==> config.mk <==
export PLATFORM = sky130hd
export DESIGN_NAME = uart_word_bridge
export DESIGN_NICKNAME = d
export VERILOG_FILES = /design/src/rtl/uart_word_bridge_pkg.sv /design/src/rtl/uart_word_serializer.sv /design/src/rtl/uart_word_bridge.sv
export SDC_FILE = /design/constraint.sdc
export NUM_CORES = 1
export LEC_CHECK = 0
export ABC_AREA = 1
export CAP_MARGIN = 20
export CORE_MARGIN = 5
export CORE_UTILIZATION = 52
export DETAILED_ROUTE_END_ITERATION = 10
export PLACE_DENSITY = 0.88
export REMOVE_ABC_BUFFERS = 1
export SLEW_MARGIN = 20
export SYNTH_ARGS = -nofsm -noshare
export SYNTH_HDL_FRONTEND = slang
export SYNTH_SLANG_ARGS = --single-unit
==> constraint.sdc <==
create_clock -name clk -period 3.65 [get_ports clk]
set_clock_uncertainty 0.1 [all_clocks]
set_input_delay 0.73 -clock clk [delete_from_list [all_inputs] [get_ports clk]]
set_output_delay 0.73 -clock clk [all_outputs]
set_load 0.02 [all_outputs]
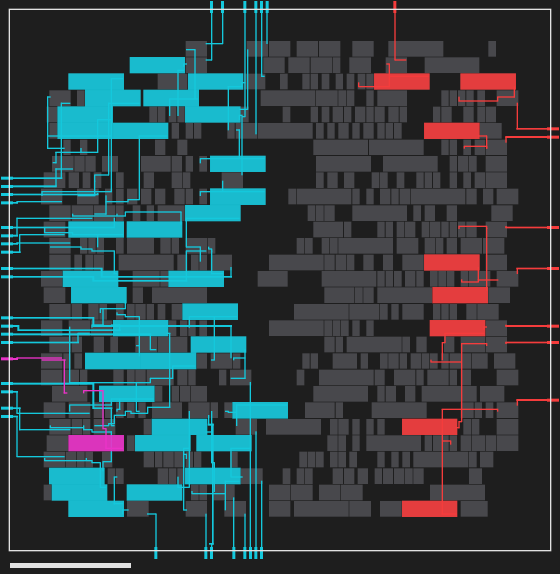
run_1/io_fan.png
Bar = 20 µm.
port	colour	bits	direction	end cells	buffers	wire
`rx_word`	cyan	32	output	32	32	1,090 µm
`uart_w_data`	red	8	output	8	8	187 µm
`rx_word_valid`	magenta	1	output	1	1	34.3 µm
Port Buffers: 90
Top Ports: 92

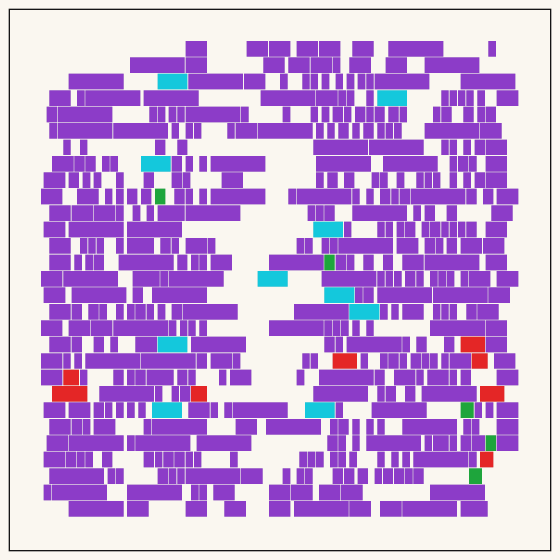
run_1/sizes.png
size	colour	cells	share
_2 cells	green	5	1.0%
_0 and _1 cells	purple	459	95%
_3 and _4 cells	red	8	1.7%
_6 and larger	cyan	10	2.1%
Final Cell Area: 4270 µm²
synth-to-layout area growth: 30.2%
post-route setup slack: 803 ps
Buffers, non-clock: 93

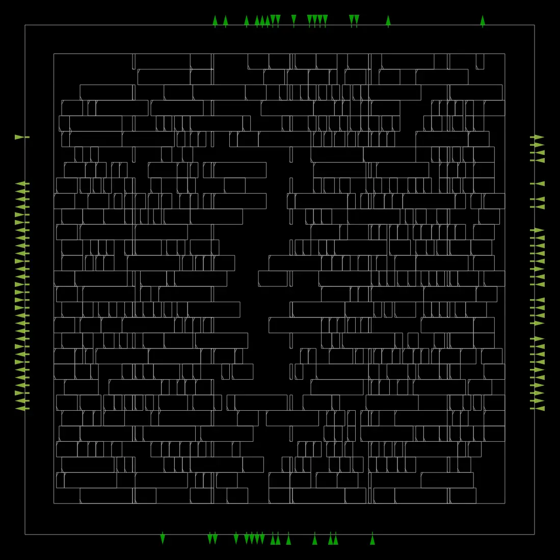
run_1/placement.png
Fillers: 503
# Taps: 77
Final Non-Filler Cells: 559

==> notes.md, run 1 <==
fresh numbers from the pnr run: status=completed, MaxCap Viol Count=0, crit path max fanout=2, layout cell share with drive strength beyond 1=around 4.8%, die area=7990 µm², vias in the first global route=~2,900, Remaining Overflow, GRT=0, Buf+Inv Stages, Crit Path=2, final hold violation count=0, die height=about 90 µm, minimum clock period=2850 ps, internal power=between 2 and 2.5 mW, postcts setup bufs=0, initial antenna violation count=0, Worst Hold Class=register to register, Floorplan Utilization=52.5%, ANT nets after route=0, CP Class=input port to output pin, RSZ-0062 raised after global routing=no, post-synth design cell area=about 3300 µm², Clk pwr share=about 15%, largest net degree at the start of global routing=about 71, maximum VDD drop=roughly 0.45 mV, post_cts resized=0, register share of total power=38.8%, Max clock buf depth=2, Cell Area, Placed=just over 4000 µm², Hold Buf Count CTS=0, via count of the routed design=just under 3,000, WP data arrival=around 2000 ps, Max Slew Vio Count=0, synthesis area per yosys=approximately 3300 µm², Rows=29, die width=roughly 89 µm, dominant logic cell type in the layout=nand2_1, H-tree depth=3, Via density=~5.2, CORE AREA=6240 µm², Residual DRC=0, worst path cell trace=clkdlybuf4s50_1 -> nor3_4 -> clkdlybuf4s50_1, Num CTS Buffers=9, Final nets=about 530, setup TNS=0 ps, P_sw=between 1 and 1.5 mW, Worst-path clk slew=roughly 60 ps, YS warnings=0, Distinct cells, synth=20, PD cells=798 nW/µm², Syn Inst Count=just over 400, CP max stage delay=just over 600 ps, CP max stage cell=clkdlybuf4s50_1, slew margin rel.=41.3%, Initial DRC Count=~130, critical path's most frequent cell=clkdlybuf4s50_1, Worst path depth=3, Req. time, crit path=approximately 2800 ps, Logic pwr share=46.0%, DR WL/cell=14.8 µm, fin crit share=around 78%, final WL=8.27 mm, Final HPWL DP=about 5.6 mm, ant diodes=0, Yosys reg bits=roughly 70, Avg Inst Size Synth=8.07 µm², worst hold stages=2, CTS Sinks=~70, tool warnings=28, Top Layout Cells=nand2_1 (194), clkdlybuf4s50_1 (89), nand3_1 (81), Final setup viols=0, GR Util All Layers=21.8%, startpoint type of the worst setup path=input port, fmax=between 300 and 400 MHz, first-pass GRT wire length=around 13 mm, R2R cell count=6, Slew @ Worst Pin=between 800 and 900 ps, Sw Ratio=around two fifths, FF-to-FF setup slack=about 1400 ps, Root Buffer=clkbuf_8, P_leak=2.23 nW, Skew-Pair Late Insertion Delay=between 300 and 400 ps, Final Wtd Congestion=between 0.8 and 0.9, drt first pass iters=4, register area share after synthesis=~53%, CP delay by family, top=buffers and inverters, CTS tree=yes, Worst Setup End Kind=output pin, yosys cell count=roughly 410
[run 1: per-layer routing]
layer  vias up  track usage [%]  wire length, µm
met2       115             35.7             4040
met1      1368             27.5             3300
met4         0             8.66              156
li1       1431                -                -
met5         -                0                0
met3        15             5.90              771
[run 1: worst min-delay path: stages (launching register included)]
cell,delay [ps]
dfrtp_1,340
nand2_1,50
nand2_1,50
[run 1: kinds of logic (layout without fill, tap and decap cells)]
logic type	count (synthesis)	after routing	share of synthesized area (%)
other cells	1	1	0.114
flops	70	70	53.5
compound gates	5	5	0.840
fa+ha+maj	5	5	1.91
buf+inv	41	117	6.91
simple gates	284	284	36.7
[run 1: synth_stat cells (all sizes together)]
master,count,area share [%]
nand2,198,23
nand3,81,12
dfrtp,70,53
buf,25,5.0
inv,10,1.2
clkbuf,6,0.69
ha,5,1.9
o21ai,4,0.61
nor2,3,0.57
conb,1,0.11
nand4,1,0.19
nor3,1,0.31
o21a,1,0.23
[run 1: power groups by stage]
stage / registers [mW] / clock network [mW] / logic, mW
floorplan: 1.57 / 0 / 0.589
global placement: 1.31 / 0 / 1.52
detailed placement: 1.32 / 0 / 1.57
CTS: 1.32 / 0.532 / 1.58
global route: 1.36 / 0.564 / 1.72
finish: 1.32 / 0.520 / 1.57
[run 1: through the flow]
stage                     total power, mW  std cells  hold slack (ps)  worst slack, ps  utilization (%)
after global placement               2.83        545              353              801             65.9
after CTS                            3.43        559              377              793             68.3
after global routing                 3.65        559              400              742             68.3
after detailed placement             2.89        545              359              807             65.9
after floorplan                      2.15        375              334              768                -
final                                3.41        559              375              803             68.3
[run 1: area by class of cell]
| class | instances | area (µm²) |
|---|---|---|
| multi-input combinational | 295 | 1300 |
| timing repair buffer | 93 | 918 |
| fill | 503 | 1980 |
| clock inverter | 2 | 10.0 |
| tap | 77 | 96.3 |
| sequential | 70 | 1750 |
| clock buffer | 12 | 145 |
| inverter | 10 | 40.0 |
run_1/placement_by_type.png
Fill, decap, tap and diode cells in grey.
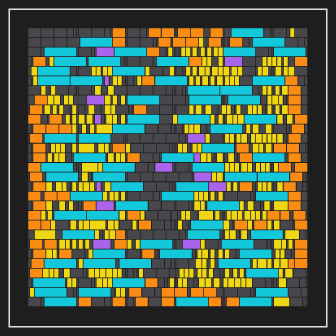

==> run 2, diff against run 1 <==
--- a/config.mk
+++ b/config.mk
@@ -8,9 +8,9 @@
 export ABC_AREA = 1
 export CAP_MARGIN = 20
 export CORE_MARGIN = 5
-export CORE_UTILIZATION = 52
+export CORE_UTILIZATION = 48
 export DETAILED_ROUTE_END_ITERATION = 10
-export PLACE_DENSITY = 0.88
+export PLACE_DENSITY = 0.82
 export REMOVE_ABC_BUFFERS = 1
 export SLEW_MARGIN = 20
 export SYNTH_ARGS = -nofsm -noshare
==> constraint.sdc (replaced) <==
create_clock -name clk -period 2.97 [get_ports clk]
set_clock_uncertainty 0.1 [all_clocks]
set_input_delay 0.594 -clock clk [delete_from_list [all_inputs] [get_ports clk]]
set_output_delay 0.594 -clock clk [all_outputs]
set_load 0.02 [all_outputs]
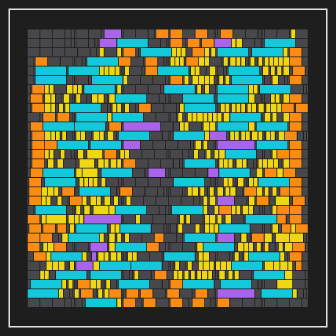
run_2/placement_by_type.png
Fill, decap, tap and diode cells in grey.
class	colour	cells	share of their area
clock drivers and dummy loads	purple	16	6.3%
combinational and other logic	yellow	305	31%
sequential cells	cyan	70	41%
remaining buffers and delay cells	orange	95	22%
Final Cell Area: 4400 µm²
Core Util, Final: 65.5%
CORE AREA: 6720 µm²
flop share of the area: 39.8%
Rows: 30

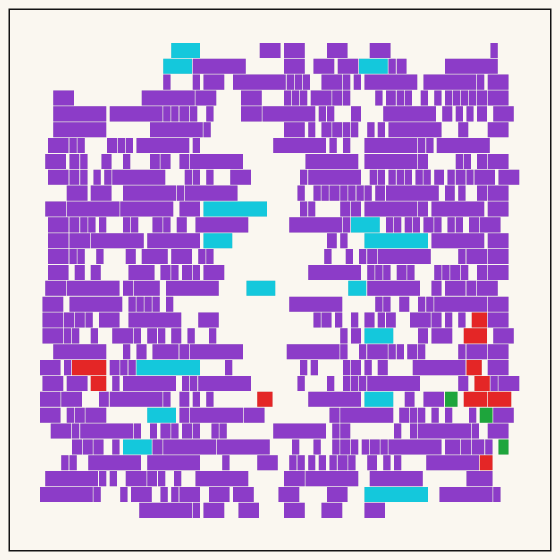
run_2/sizes.png
size	colour	cells	share	most used
_2 cells	green	3	0.62%	nand2_2
_3 and _4 cells	red	10	2.1%	buf_4
_6 and larger	cyan	15	3.1%	clkbuf_8
_0 and _1 cells	purple	458	94%	nand2_1
synth-to-layout area growth: 34.3%
post-route setup slack: 390 ps
Buffers, non-clock: 95

==> notes.md, run 2 <==
fresh numbers from the pnr run: largest net degree at the start of global routing=71 (unchanged), Avg Inst Size Synth=8.07 µm² (unchanged), post_cts resized=0 (unchanged), first-pass GRT wire length=13.8 mm (+3.1%), FF-to-FF setup slack=1120 ps (-310 ps), crit path max fanout=2 (unchanged), drt first pass iters=4 (unchanged), DR WL/cell=14.4 µm (-2.4%), tool warnings=28 (unchanged), die height=92.6 µm (+3.6%), PD cells=1040 nW/µm² (+30%), slew margin rel.=41.5% (+0.19 points), Main synth FF type=dfrtp_1, maximum VDD drop=0.537 mV (+19%), Skew-Pair Late Insertion Delay=340 ps (about the same), Max Slew Vio Count=0 (unchanged), fin crit share=86.9%, Final setup viols=0 (unchanged), Hold Buf Count CTS=0 (unchanged), Initial DRC Count=127 (+0.79%), dominant logic cell type in the layout=nand2_1, Req. time, crit path=2280 ps (-540 ps), ANT nets after route=0 (unchanged), commonest cells in the netlist=nand2_1 (194), nand3_1 (81), dfrtp_1 (70), Via density=5.25 (+0.18%), Worst Hold Class=register to register, H-tree depth=3 (unchanged), Slew @ Worst Pin=877 ps (-2.81 ps), GRT met2 Usage=31.3% (-4.4 points), Largest cells by area=dfrtp_1 (53%), nand2_1 (22%), nand3_1 (12%), Distinct cells, synth=20 (unchanged), Simple-Gate Area Share=36.7% (unchanged), Floorplan Utilization=48.8% (-3.7 points), mux contribution to synthesized area=0% (unchanged), Worst Setup End Kind=output pin, R2R cell count=6 (unchanged), synthesis area per yosys=3280 µm² (unchanged), Remaining Overflow, GRT=0 (unchanged), layout cell share with drive strength beyond 1=5.76% (+0.99 points), Cell Area, Placed=4130 µm² (+0.46%), post-synth design cell area=3280 µm² (unchanged), cell with the most instances after synthesis=nand2_1, Root Buffer=clkbuf_8, Synth Area in Adders=1.91% (unchanged), CTS tree=yes, die area=8580 µm² (+7.4%), status=completed, Syn Inst Count=406 (unchanged), final WL=8.17 mm (-1.2%), startpoint type of the worst setup path=input port, met1 GRT Util=26.3% (-1.2 points), Num CTS Buffers=9 (unchanged), Final Wtd Congestion=0.855 (+4.2%), setup TNS=0 ps (unchanged), worst hold stages=2 (unchanged), Post-synth EDFFs=0 (unchanged), Max clock buf depth=2 (unchanged), post-synth top area cell=dfrtp_1, postcts setup bufs=0 (unchanged), Yosys reg bits=70 (unchanged), GRT Max-Usage Layer=met2, via count of the routed design=2,971 (+1.4%), MaxCap Viol Count=0 (unchanged), aoi share=0.840% (unchanged), xor/xnor share=0% (unchanged), Final HPWL DP=5.45 mm (-2.9%), P_leak=2.29 nW (+2.7%), final hold violation count=0 (unchanged), FFs w/ async S/R, synth=100% (unchanged), RSZ-0062 raised after global routing=no, initial antenna violation count=0 (unchanged), die width=92.6 µm (+3.6%), Fin Hold WS=371 ps (-3.97 ps), Final nets=532 (+0.38%), register area share after synthesis=53.5% (unchanged), CP Class=input port to output pin, Top Ports=92 (unchanged), CTS Sinks=70 (unchanged), ant diodes=0 (unchanged), YS warnings=0 (unchanged), Top Layout Cells=nand2_1 (194), clkdlybuf4s50_1 (89), nand3_1 (81), fmax=just under 400 MHz, minimum clock period=2580 ps, GR Util All Layers=20.3% (-1.5 points), WP data arrival=1890 ps (-130 ps), comb area leader=simple AND/OR/NAND/NOR gates, Area leader share=53.5% (unchanged), Worst-path clk slew=80 ps (+20 ps), vias in the first global route=2,868 (+0.28%), met3 global-route usage=6.99% (+1.1 points), yosys cell count=406 (unchanged), Port Buffers=90 (unchanged), Residual DRC=0 (unchanged)
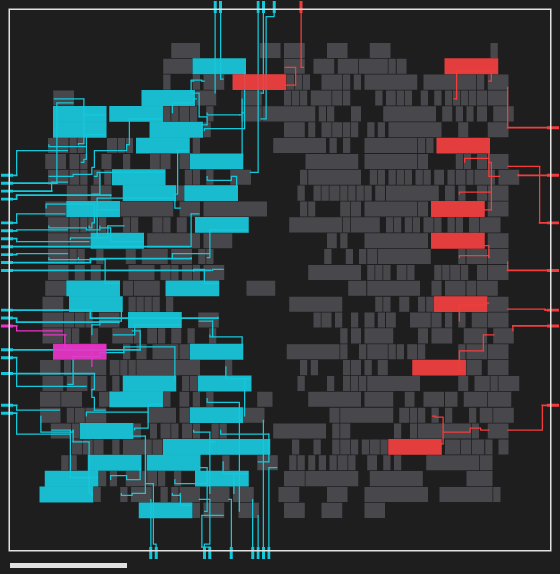
run_2/io_fan.png
Bar = 20 µm.
port	colour	bits	direction	end cells	buffers	wire
`rx_word_valid`	magenta	1	output	1	1	25.6 µm
`uart_w_data`	red	8	output	8	8	174 µm
`rx_word`	cyan	32	output	32	32	1,070 µm

==> run 2: area by class of cell <==
| type | count | area, µm² |
|---|---|---|
| fill | 554 | 2320 |
| sequential | 70 | 1750 |
| multi-input combinational | 295 | 1300 |
| timing repair buffer | 95 | 933 |
| clock buffer | 11 | 141 |
| clock inverter | 5 | 129 |
| tap | 80 | 100 |
| inverter | 10 | 40.0 |
==> run 2: logic make-up after synthesis <==
kind of cell    count (synthesis)
simple gates                  284
flops                          70
buf+inv                        41
compound gates                  5
fa+ha+maj                       5
other cells                     1
==> run 2: metal layers <==
layer	vias up	routed length (µm)	part of all wire, %
li1	1428	-	-
met1	1409	3510	43
met2	121	3780	46
met3	13	728	8.9
met4	0	148	1.8
met5	-	0	0
==> run 2: worst max-delay path, cell delays in order <==
cell and delay, ps:
clkdlybuf4s50_1 460, nor3_4 210, clkdlybuf4s50_1 630
==> run 2: report_power, final <==
group          total, mW  internal, mW  switching [mW]
registers           1.61          1.37           0.241
logic               1.92         0.818            1.10
clock network       1.04         0.669           0.366
==> run 2: stage by stage <==
stage / instances / setup WS [ps] / total power [mW] / util [%]
floorplan: 375 / 224 / 2.65 / -
global placement: 550 / 387 / 3.49 / 61.5
detailed placement: 550 / 389 / 3.55 / 61.5
CTS: 566 / 380 / 4.60 / 65.5
global route: 566 / 347 / 4.89 / 65.5
finish: 566 / 390 / 4.57 / 65.5
No activity file was given, so power comes from the tool's default toggle rates.
